## src/rtl/time_set_entry_if.sv

```systemverilog
// Button, current-time and load-port bundle between the front panel editor
// and its surroundings (buttons/clock on the master side, editor on the slave side).
interface time_set_entry_if;
    logic       btn_time;
    logic       btn_alarm;
    logic       btn_up;
    logic       btn_next;
    logic       btn_ok;
    logic [1:0] cur_h1;
    logic [3:0] cur_h0;
    logic [3:0] cur_m1;
    logic [3:0] cur_m0;
    logic [1:0] H_in1;
    logic [3:0] H_in0;
    logic [3:0] M_in1;
    logic [3:0] M_in0;
    logic       LD_time;
    logic       LD_alarm;
    logic       editing;
    logic [1:0] edit_digit;

    modport master (
        output btn_time, btn_alarm, btn_up, btn_next, btn_ok,
        output cur_h1, cur_h0, cur_m1, cur_m0,
        input  H_in1, H_in0, M_in1, M_in0,
        input  LD_time, LD_alarm, editing, edit_digit
    );

    modport slave (
        input  btn_time, btn_alarm, btn_up, btn_next, btn_ok,
        input  cur_h1, cur_h0, cur_m1, cur_m0,
        output H_in1, H_in0, M_in1, M_in0,
        output LD_time, LD_alarm, editing, edit_digit
    );
endinterface

```

## src/rtl/time_set_entry.sv

```systemverilog
// Front panel editor: composes a valid 24-hour HH:MM digit by digit from button
// presses and strobes it into the clock's time or alarm load port.
module time_set_entry #(
    parameter int LD_HOLD = 12,
    parameter int TIMEOUT = 1000
) (
    input  logic            clk,
    input  logic            reset,
    time_set_entry_if.slave bus
);
    typedef enum logic [2:0] {
        IDLE    = 3'd0,
        EDIT_H1 = 3'd1,
        EDIT_H0 = 3'd2,
        EDIT_M1 = 3'd3,
        EDIT_M0 = 3'd4,
        LOAD    = 3'd5
    } state_t;

    localparam int TO_W   = $clog2(TIMEOUT + 1);
    localparam int LD_W   = $clog2(LD_HOLD + 1);
    localparam int B_OK    = 0;
    localparam int B_NEXT  = 1;
    localparam int B_UP    = 2;
    localparam int B_ALARM = 3;
    localparam int B_TIME  = 4;

    state_t          state_q, state_d;
    logic [4:0]      btn_prev_q, btn_prev_d;
    logic [4:0]      btn_now, press;
    logic            target_alarm_q, target_alarm_d;
    logic [TO_W-1:0] to_cnt_q, to_cnt_d;
    logic [LD_W-1:0] ld_cnt_q, ld_cnt_d;
    logic [1:0]      h1_q, h1_d;
    logic [3:0]      h0_q, h0_d;
    logic [3:0]      m1_q, m1_d;
    logic [3:0]      m0_q, m0_d;
    logic            editing_q, editing_d;
    logic [1:0]      edit_digit_q, edit_digit_d;
    logic            ld_time_q, ld_time_d;
    logic            ld_alarm_q, ld_alarm_d;

    function automatic logic [3:0] wrap_inc(input logic [3:0] v, input logic [3:0] top);
        return (v >= top) ? 4'd0 : v + 4'd1;
    endfunction

    function automatic logic is_edit(input state_t s);
        return (s == EDIT_H1) || (s == EDIT_H0) || (s == EDIT_M1) || (s == EDIT_M0);
    endfunction

    function automatic logic [1:0] digit_of(input state_t s);
        case (s)
            EDIT_H0: return 2'd1;
            EDIT_M1: return 2'd2;
            EDIT_M0: return 2'd3;
            default: return 2'd0;
        endcase
    endfunction

    function automatic state_t next_digit(input state_t s);
        case (s)
            EDIT_H1: return EDIT_H0;
            EDIT_H0: return EDIT_M1;
            EDIT_M1: return EDIT_M0;
            default: return EDIT_H1;
        endcase
    endfunction

    assign btn_now = {bus.btn_time, bus.btn_alarm, bus.btn_up, bus.btn_next, bus.btn_ok};
    assign press   = btn_now & ~btn_prev_q;

    always_comb begin
        state_d        = state_q;
        btn_prev_d     = btn_now;
        target_alarm_d = target_alarm_q;
        to_cnt_d       = to_cnt_q;
        ld_cnt_d       = ld_cnt_q;
        h1_d           = h1_q;
        h0_d           = h0_q;
        m1_d           = m1_q;
        m0_d           = m0_q;

        case (state_q)
            IDLE: begin
                to_cnt_d = '0;
                if (press[B_TIME] || press[B_ALARM]) begin
                    state_d        = EDIT_H1;
                    target_alarm_d = ~press[B_TIME];
                    h1_d           = bus.cur_h1;
                    h0_d           = bus.cur_h0;
                    m1_d           = bus.cur_m1;
                    m0_d           = bus.cur_m0;
                end
            end
            EDIT_H1, EDIT_H0, EDIT_M1, EDIT_M0: begin
                if (|press) begin
                    to_cnt_d = '0;
                    if (press[B_OK]) begin
                        state_d  = LOAD;
                        ld_cnt_d = '0;
                    end else if (press[B_NEXT]) begin
                        state_d = next_digit(state_q);
                    end else if (press[B_UP]) begin
                        case (state_q)
                            EDIT_H1: begin
                                h1_d = (h1_q >= 2'd2) ? 2'd0 : h1_q + 2'd1;
                                // Stepping into the 20s must not leave an hour above 23.
                                if (h1_q == 2'd1 && h0_q > 4'd3) h0_d = 4'd3;
                            end
                            EDIT_H0: h0_d = wrap_inc(h0_q, (h1_q == 2'd2) ? 4'd3 : 4'd9);
                            EDIT_M1: m1_d = wrap_inc(m1_q, 4'd5);
                            default: m0_d = wrap_inc(m0_q, 4'd9);
                        endcase
                    end
                end else if (to_cnt_q == TO_W'(TIMEOUT - 1)) begin
                    state_d  = IDLE;
                    to_cnt_d = '0;
                end else begin
                    to_cnt_d = to_cnt_q + TO_W'(1);
                end
            end
            LOAD: begin
                if (ld_cnt_q == LD_W'(LD_HOLD - 1)) begin
                    state_d = IDLE;
                end else begin
                    ld_cnt_d = ld_cnt_q + LD_W'(1);
                end
            end
            default: state_d = IDLE;
        endcase

        editing_d    = is_edit(state_d);
        edit_digit_d = digit_of(state_d);
        ld_time_d    = (state_d == LOAD) && !target_alarm_d;
        ld_alarm_d   = (state_d == LOAD) && target_alarm_d;
    end

    always_ff @(posedge clk) begin
        if (reset) begin
            state_q        <= IDLE;
            btn_prev_q     <= '1;
            target_alarm_q <= 1'b0;
            to_cnt_q       <= '0;
            ld_cnt_q       <= '0;
            h1_q           <= '0;
            h0_q           <= '0;
            m1_q           <= '0;
            m0_q           <= '0;
            editing_q      <= 1'b0;
            edit_digit_q   <= '0;
            ld_time_q      <= 1'b0;
            ld_alarm_q     <= 1'b0;
        end else begin
            state_q        <= state_d;
            btn_prev_q     <= btn_prev_d;
            target_alarm_q <= target_alarm_d;
            to_cnt_q       <= to_cnt_d;
            ld_cnt_q       <= ld_cnt_d;
            h1_q           <= h1_d;
            h0_q           <= h0_d;
            m1_q           <= m1_d;
            m0_q           <= m0_d;
            editing_q      <= editing_d;
            edit_digit_q   <= edit_digit_d;
            ld_time_q      <= ld_time_d;
            ld_alarm_q     <= ld_alarm_d;
        end
    end

    assign bus.H_in1      = h1_q;
    assign bus.H_in0      = h0_q;
    assign bus.M_in1      = m1_q;
    assign bus.M_in0      = m0_q;
    assign bus.LD_time    = ld_time_q;
    assign bus.LD_alarm   = ld_alarm_q;
    assign bus.editing    = editing_q;
    assign bus.edit_digit = edit_digit_q;
endmodule

```

## src/flat_wrapper.sv

```systemverilog
// flat-port wrapper written by rule: the top's interface ports become plain ports
module time_set_entry_flat 
#(
    parameter int LD_HOLD = 12,
    parameter int TIMEOUT = 1000
)
  (clk, reset, bus_btn_time, bus_btn_alarm, bus_btn_up, bus_btn_next, bus_btn_ok, bus_cur_h1, bus_cur_h0, bus_cur_m1, bus_cur_m0, bus_H_in1, bus_H_in0, bus_M_in1, bus_M_in0, bus_LD_time, bus_LD_alarm, bus_editing, bus_edit_digit);
  time_set_entry_if bus_i ();
  input  logic clk;
  input  logic reset;
  input wire logic [$bits(bus_i.btn_time)-1:0] bus_btn_time;
  input wire logic [$bits(bus_i.btn_alarm)-1:0] bus_btn_alarm;
  input wire logic [$bits(bus_i.btn_up)-1:0] bus_btn_up;
  input wire logic [$bits(bus_i.btn_next)-1:0] bus_btn_next;
  input wire logic [$bits(bus_i.btn_ok)-1:0] bus_btn_ok;
  input wire logic [$bits(bus_i.cur_h1)-1:0] bus_cur_h1;
  input wire logic [$bits(bus_i.cur_h0)-1:0] bus_cur_h0;
  input wire logic [$bits(bus_i.cur_m1)-1:0] bus_cur_m1;
  input wire logic [$bits(bus_i.cur_m0)-1:0] bus_cur_m0;
  output wire logic [$bits(bus_i.H_in1)-1:0] bus_H_in1;
  output wire logic [$bits(bus_i.H_in0)-1:0] bus_H_in0;
  output wire logic [$bits(bus_i.M_in1)-1:0] bus_M_in1;
  output wire logic [$bits(bus_i.M_in0)-1:0] bus_M_in0;
  output wire logic [$bits(bus_i.LD_time)-1:0] bus_LD_time;
  output wire logic [$bits(bus_i.LD_alarm)-1:0] bus_LD_alarm;
  output wire logic [$bits(bus_i.editing)-1:0] bus_editing;
  output wire logic [$bits(bus_i.edit_digit)-1:0] bus_edit_digit;
  assign bus_i.btn_time = bus_btn_time;
  assign bus_i.btn_alarm = bus_btn_alarm;
  assign bus_i.btn_up = bus_btn_up;
  assign bus_i.btn_next = bus_btn_next;
  assign bus_i.btn_ok = bus_btn_ok;
  assign bus_i.cur_h1 = bus_cur_h1;
  assign bus_i.cur_h0 = bus_cur_h0;
  assign bus_i.cur_m1 = bus_cur_m1;
  assign bus_i.cur_m0 = bus_cur_m0;
  assign bus_H_in1 = bus_i.H_in1;
  assign bus_H_in0 = bus_i.H_in0;
  assign bus_M_in1 = bus_i.M_in1;
  assign bus_M_in0 = bus_i.M_in0;
  assign bus_LD_time = bus_i.LD_time;
  assign bus_LD_alarm = bus_i.LD_alarm;
  assign bus_editing = bus_i.editing;
  assign bus_edit_digit = bus_i.edit_digit;
  time_set_entry #(.LD_HOLD(LD_HOLD), .TIMEOUT(TIMEOUT)) u_core (.clk(clk), .reset(reset), .bus(bus_i));
endmodule
```

## config.mk

```make
export PLATFORM = sky130hd
export DESIGN_NAME = time_set_entry_flat
export DESIGN_NICKNAME = d
export VERILOG_FILES = /design/src/rtl/time_set_entry_if.sv /design/src/rtl/time_set_entry.sv /design/src/flat_wrapper.sv
export SDC_FILE = /design/constraint.sdc
export NUM_CORES = 1
export LEC_CHECK = 0
export CORE_MARGIN = 4
export CORE_UTILIZATION = 50
export DETAILED_ROUTE_END_ITERATION = 8
export GPL_TIMING_DRIVEN = 0
export PLACE_DENSITY = 0.83
export SLEW_MARGIN = 20
export SYNTH_ARGS = -nofsm -noshare
export SYNTH_HDL_FRONTEND = slang
export SYNTH_SLANG_ARGS = --single-unit
```

## constraint.sdc

```tcl
create_clock -name clk -period 2.5 [get_ports clk]
set_input_delay 0.625 -clock clk [delete_from_list [all_inputs] [get_ports clk]]
set_output_delay 0.625 -clock clk [all_outputs]
set_load 0.05 [all_outputs]
```

run_1/pdn.png
Scale bar: 20 µm. Pins as bars on the die edge.
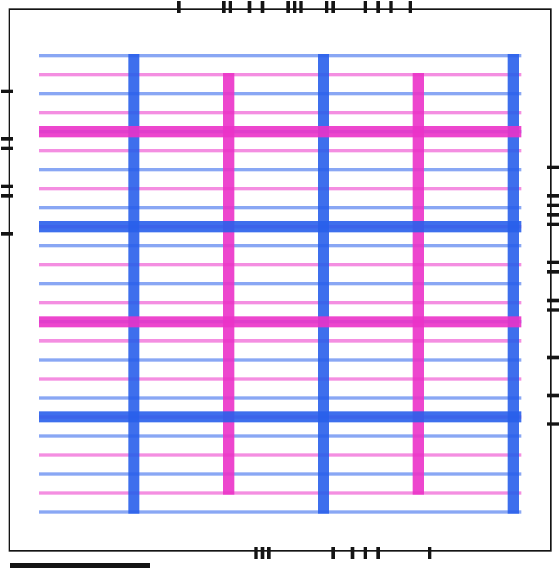
legend:
  blue:
    net: VSS
  magenta:
    net: VDD
signal pins: 40
rows: 24
met5 straps: 4
Die X: 77.2 µm
Worst VDD drop: 345 µV
core area: 4500 µm²
die height: 77.2 µm

run_1/cell_classes.png
Scale bar: 20 µm.
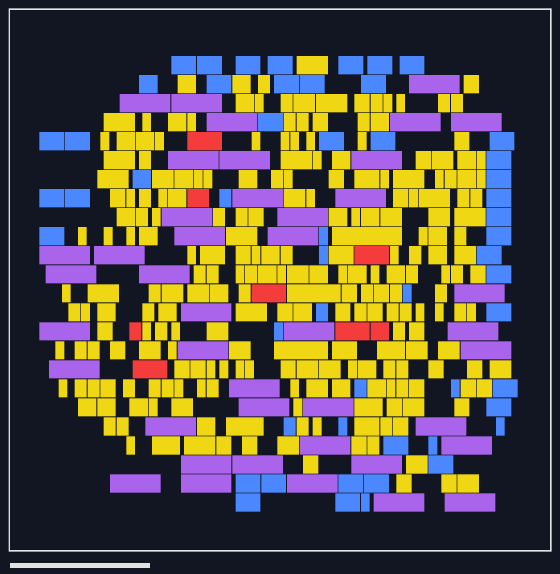
legend:
  yellow:
    class: all other logic
    cells: 236
  red:
    class: clock drivers and dummy loads
    cells: 8
  blue:
    class: other buffers and delay cells
    cells: 53
  purple:
    class: flops
    cells: 42
FP Rows: 24
design area: 2980 µm²
final core utilization: 66.2%
Seq area share: 28.2%

run_1/clock_map.png
Scale bar: 20 µm.
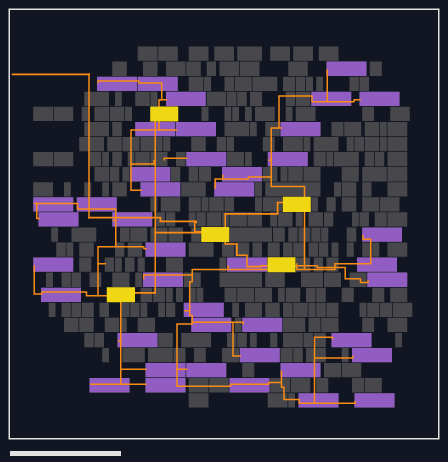
legend:
  yellow:
    item: cells driving clock nets
    count: 5
  orange:
    item: clock wires
    length: 556 µm
  purple:
    item: flip-flops
    count: 42
routed clock nets: 6
flops lie: all over the die
Clk network pwr share: 26.7%
total clock network power: 452 µW
Worst Skew: 0.0220 ns
Latency at later pin: 0.31 ns

run_1/metal_stack.png
Only two layers are drawn.
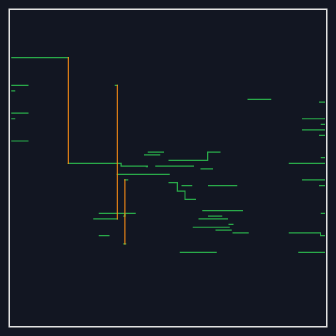
legend:
  green:
    layer: met3
    wire_length: 229 µm
  orange:
    layer: met4
    wire_length: 74.1 µm
Via Count: 2300
WL/cell: 15.3 µm

==> results.ini, run 1 <==
[global_route]
overflow=0
grt_start_max_net_pins=15

[yosys]
simple_gate_share_pct=27.4
yosysCellCount=292
yosysWarnings=0
synth_flops=42
top_logic_kind=simple AND/OR/NAND/NOR gates
adder_share_pct=5.74
yosys.area_share.aoi_pct=26.1
synth_chip_area_um2=2400
top_cells_by_area=dfxtp_1, ha_1, nor2_1

[final_layout]
largest_reg_flops=10
diodes=0
top_register=u_core.to_cnt_q
final_nets=370
design.seq.count=42
layout-drive-gt1-share_pct=12.4

[floorplanning]
dieArea_um2=5970
initCoreUtil_pct=53.2

[power_and_ir_drop]
maxPowerGroup=sequential cells
powerSeq_uw=741
finalPower_mw=1.69

[sta]
fin_crit_sh_pct=94.6
tns_ns=0
worst_pin_slew_ns=0.549

[flow_run]
tool_warnings=30
cap_violations=0

[hold_path]
worstHoldPathCells=2
min_to=u_core.ld_cnt_q[1]$_SDFFE_PP0P_

[placed_design]
placed_cells=382
pre_cts_slack_ns=-0.321

[clocking]
cts_hold_buf=0
tritoncts=done
clock-sinks=42

[critical_path]
crit_slowest_cell=or3_4
worst_ep_arrival_time_ns=2.62
path_delay_family=simple AND/OR/NAND/NOR gates
rrSetupSlack_ns=0.19
crit_chain=clkdlybuf4s50_1 > nor2b_2 > or3_4 > a211o_1 > a31oi_4 > mux2_4 > nor2_2

[routing]
firstDrtPassIters=4

[run_status]
status=completed

## Run 2: what changed since run 1
--- a/config.mk
+++ b/config.mk
@@ -7,9 +7,11 @@
 export LEC_CHECK = 0
 export CORE_MARGIN = 4
 export CORE_UTILIZATION = 50
+export CTS_CLUSTER_DIAMETER = 60
 export DETAILED_ROUTE_END_ITERATION = 8
 export GPL_TIMING_DRIVEN = 0
 export PLACE_DENSITY = 0.83
+export RECOVER_POWER = 100
 export SLEW_MARGIN = 20
 export SYNTH_ARGS = -nofsm -noshare
 export SYNTH_HDL_FRONTEND = slang
run_2/cell_classes.png
Scale bar: 20 µm.
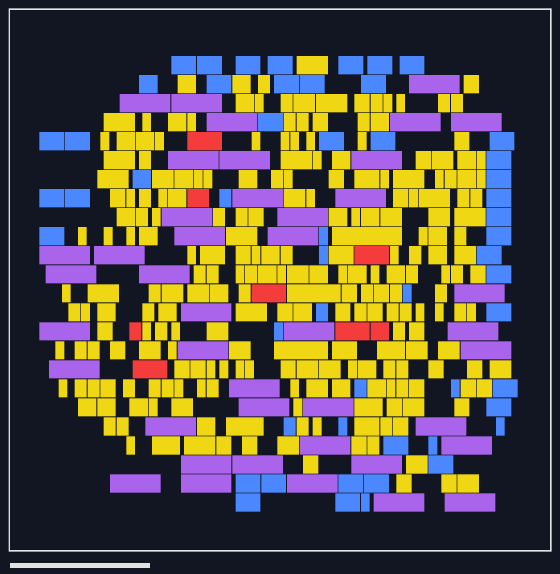
legend:
  red:
    class: clock drivers and dummy loads
    cells: 8
  yellow:
    class: all other logic
    cells: 236
  blue:
    class: other buffers and delay cells
    cells: 53
  purple:
    class: flops
    cells: 42

run_2/pdn.png
Scale bar: 20 µm. Pins as bars on the die edge.
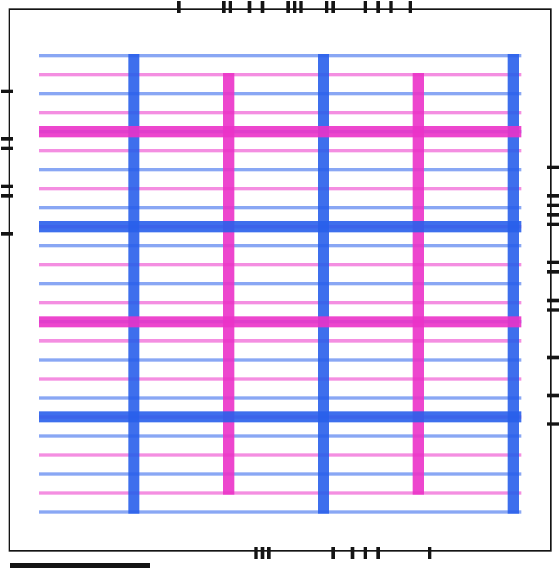
legend:
  blue:
    net: VSS
  magenta:
    net: VDD
met4 straps: 5
signal pins: 40

==> results.ini, run 2 <==
[run_status]
status=completed  ; unchanged

[yosys]
adder_share_pct=5.74  ; unchanged
yosysCellCount=292  ; unchanged
yosys.area_share.aoi_pct=26.1  ; unchanged
synth_flops=42  ; unchanged
yosysWarnings=0  ; unchanged
simple_gate_share_pct=27.4  ; unchanged
mux_share_pct=1.46  ; unchanged
most_common_cell=dfxtp_1  ; unchanged
top_logic_kind=simple AND/OR/NAND/NOR gates  ; unchanged
top_cells_by_area=dfxtp_1, ha_1, nor2_1  ; unchanged
synth_chip_area_um2=2400  ; unchanged

[final_layout]
lay_top_cells=dfxtp_1, clkdlybuf4s50_1, nor2_1  ; unchanged
seq_area_share_pct=28.2  ; unchanged
nClkBuffers=5  ; unchanged
diodes=0  ; unchanged
design.seq.count=42  ; unchanged
fin_util_pct=66.2  ; unchanged
largest_reg_flops=10  ; unchanged
final_cell_area_um2=2980  ; unchanged
final_nets=370  ; unchanged
largest_cell_class=combinational gates  ; unchanged
top_register=u_core.to_cnt_q  ; unchanged
layout-drive-gt1-share_pct=12.4  ; unchanged

[critical_path]
rrSetupSlack_ns=0.19  ; about the same
crit_slowest_cell=or3_4  ; unchanged
crit_chain=clkdlybuf4s50_1 > nor2b_2 > or3_4 > a211o_1 > a31oi_4 > mux2_4 > nor2_2  ; unchanged
path_delay_family=simple AND/OR/NAND/NOR gates  ; unchanged
worst_ep_arrival_time_ns=2.62  ; about the same
cp_max_fo=8  ; unchanged
r2r_start=u_core.state_q[0]$_SDFF_PP0_  ; unchanged

[hold_path]
min_to=u_core.ld_cnt_q[1]$_SDFFE_PP0P_  ; unchanged
hold_path_class=reg2reg  ; unchanged
min_from=u_core.ld_cnt_q[1]$_SDFFE_PP0P_  ; unchanged
worstHoldPathCells=2  ; unchanged

[power_and_ir_drop]
finalPower_mw=1.69  ; unchanged
switching_share_pct=35.2  ; unchanged
p_clk_share_pct=26.7  ; about the same
powerSeq_uw=741  ; about the same
vdd_drop_max_uv=345  ; unchanged
leakage_nw=1.11  ; unchanged
maxPowerGroup=sequential cells  ; unchanged
powerClk_uw=452  ; about the same
net-switching-power_uw=594  ; unchanged
comb_cell_power_uw=497  ; about the same

[global_route]
grt_start_max_net_pins=15  ; unchanged
grtUsageMet1_pct=24.9  ; unchanged
overflow=0  ; unchanged

[clocking]
tritoncts=done  ; unchanged
clkLatencyLatePin_ns=0.31  ; about the same
clock-sinks=42  ; unchanged
cts_hold_buf=0  ; unchanged

[routing]
firstDrtPassIters=4  ; unchanged
drc=0  ; unchanged
maxUsedRoutingLayer=met4  ; unchanged
vias=2300  ; unchanged
wire_per_inst_um=15.3  ; unchanged
drt_first_iter_violations=180  ; unchanged
wl_met2_um=2920  ; unchanged

[sta]
min_period_ns=2.36  ; unchanged
worst_pin_slew_ns=0.549  ; unchanged
fin_crit_sh_pct=94.6  ; unchanged
tns_ns=0  ; unchanged
skew_ns=0.0220  ; unchanged
slew_viol_final=0  ; unchanged
fmax_mhz=423  ; unchanged

[placed_design]
dpl.hpwl_um=4370  ; unchanged
placed_cells=382  ; unchanged
pre_cts_slack_ns=-0.321  ; unchanged

[floorplanning]
dieArea_um2=5970  ; unchanged
initCoreUtil_pct=53.2  ; unchanged
core_um2=4500  ; unchanged
fp.dieW_um=77.2  ; unchanged
rows=24  ; unchanged
tap_cells=52  ; unchanged
die_h_um=77.2  ; unchanged

[flow_run]
tool_warnings=30  ; unchanged
cap_violations=0  ; unchanged

No activity file was given, so power comes from the tool's default toggle rates.
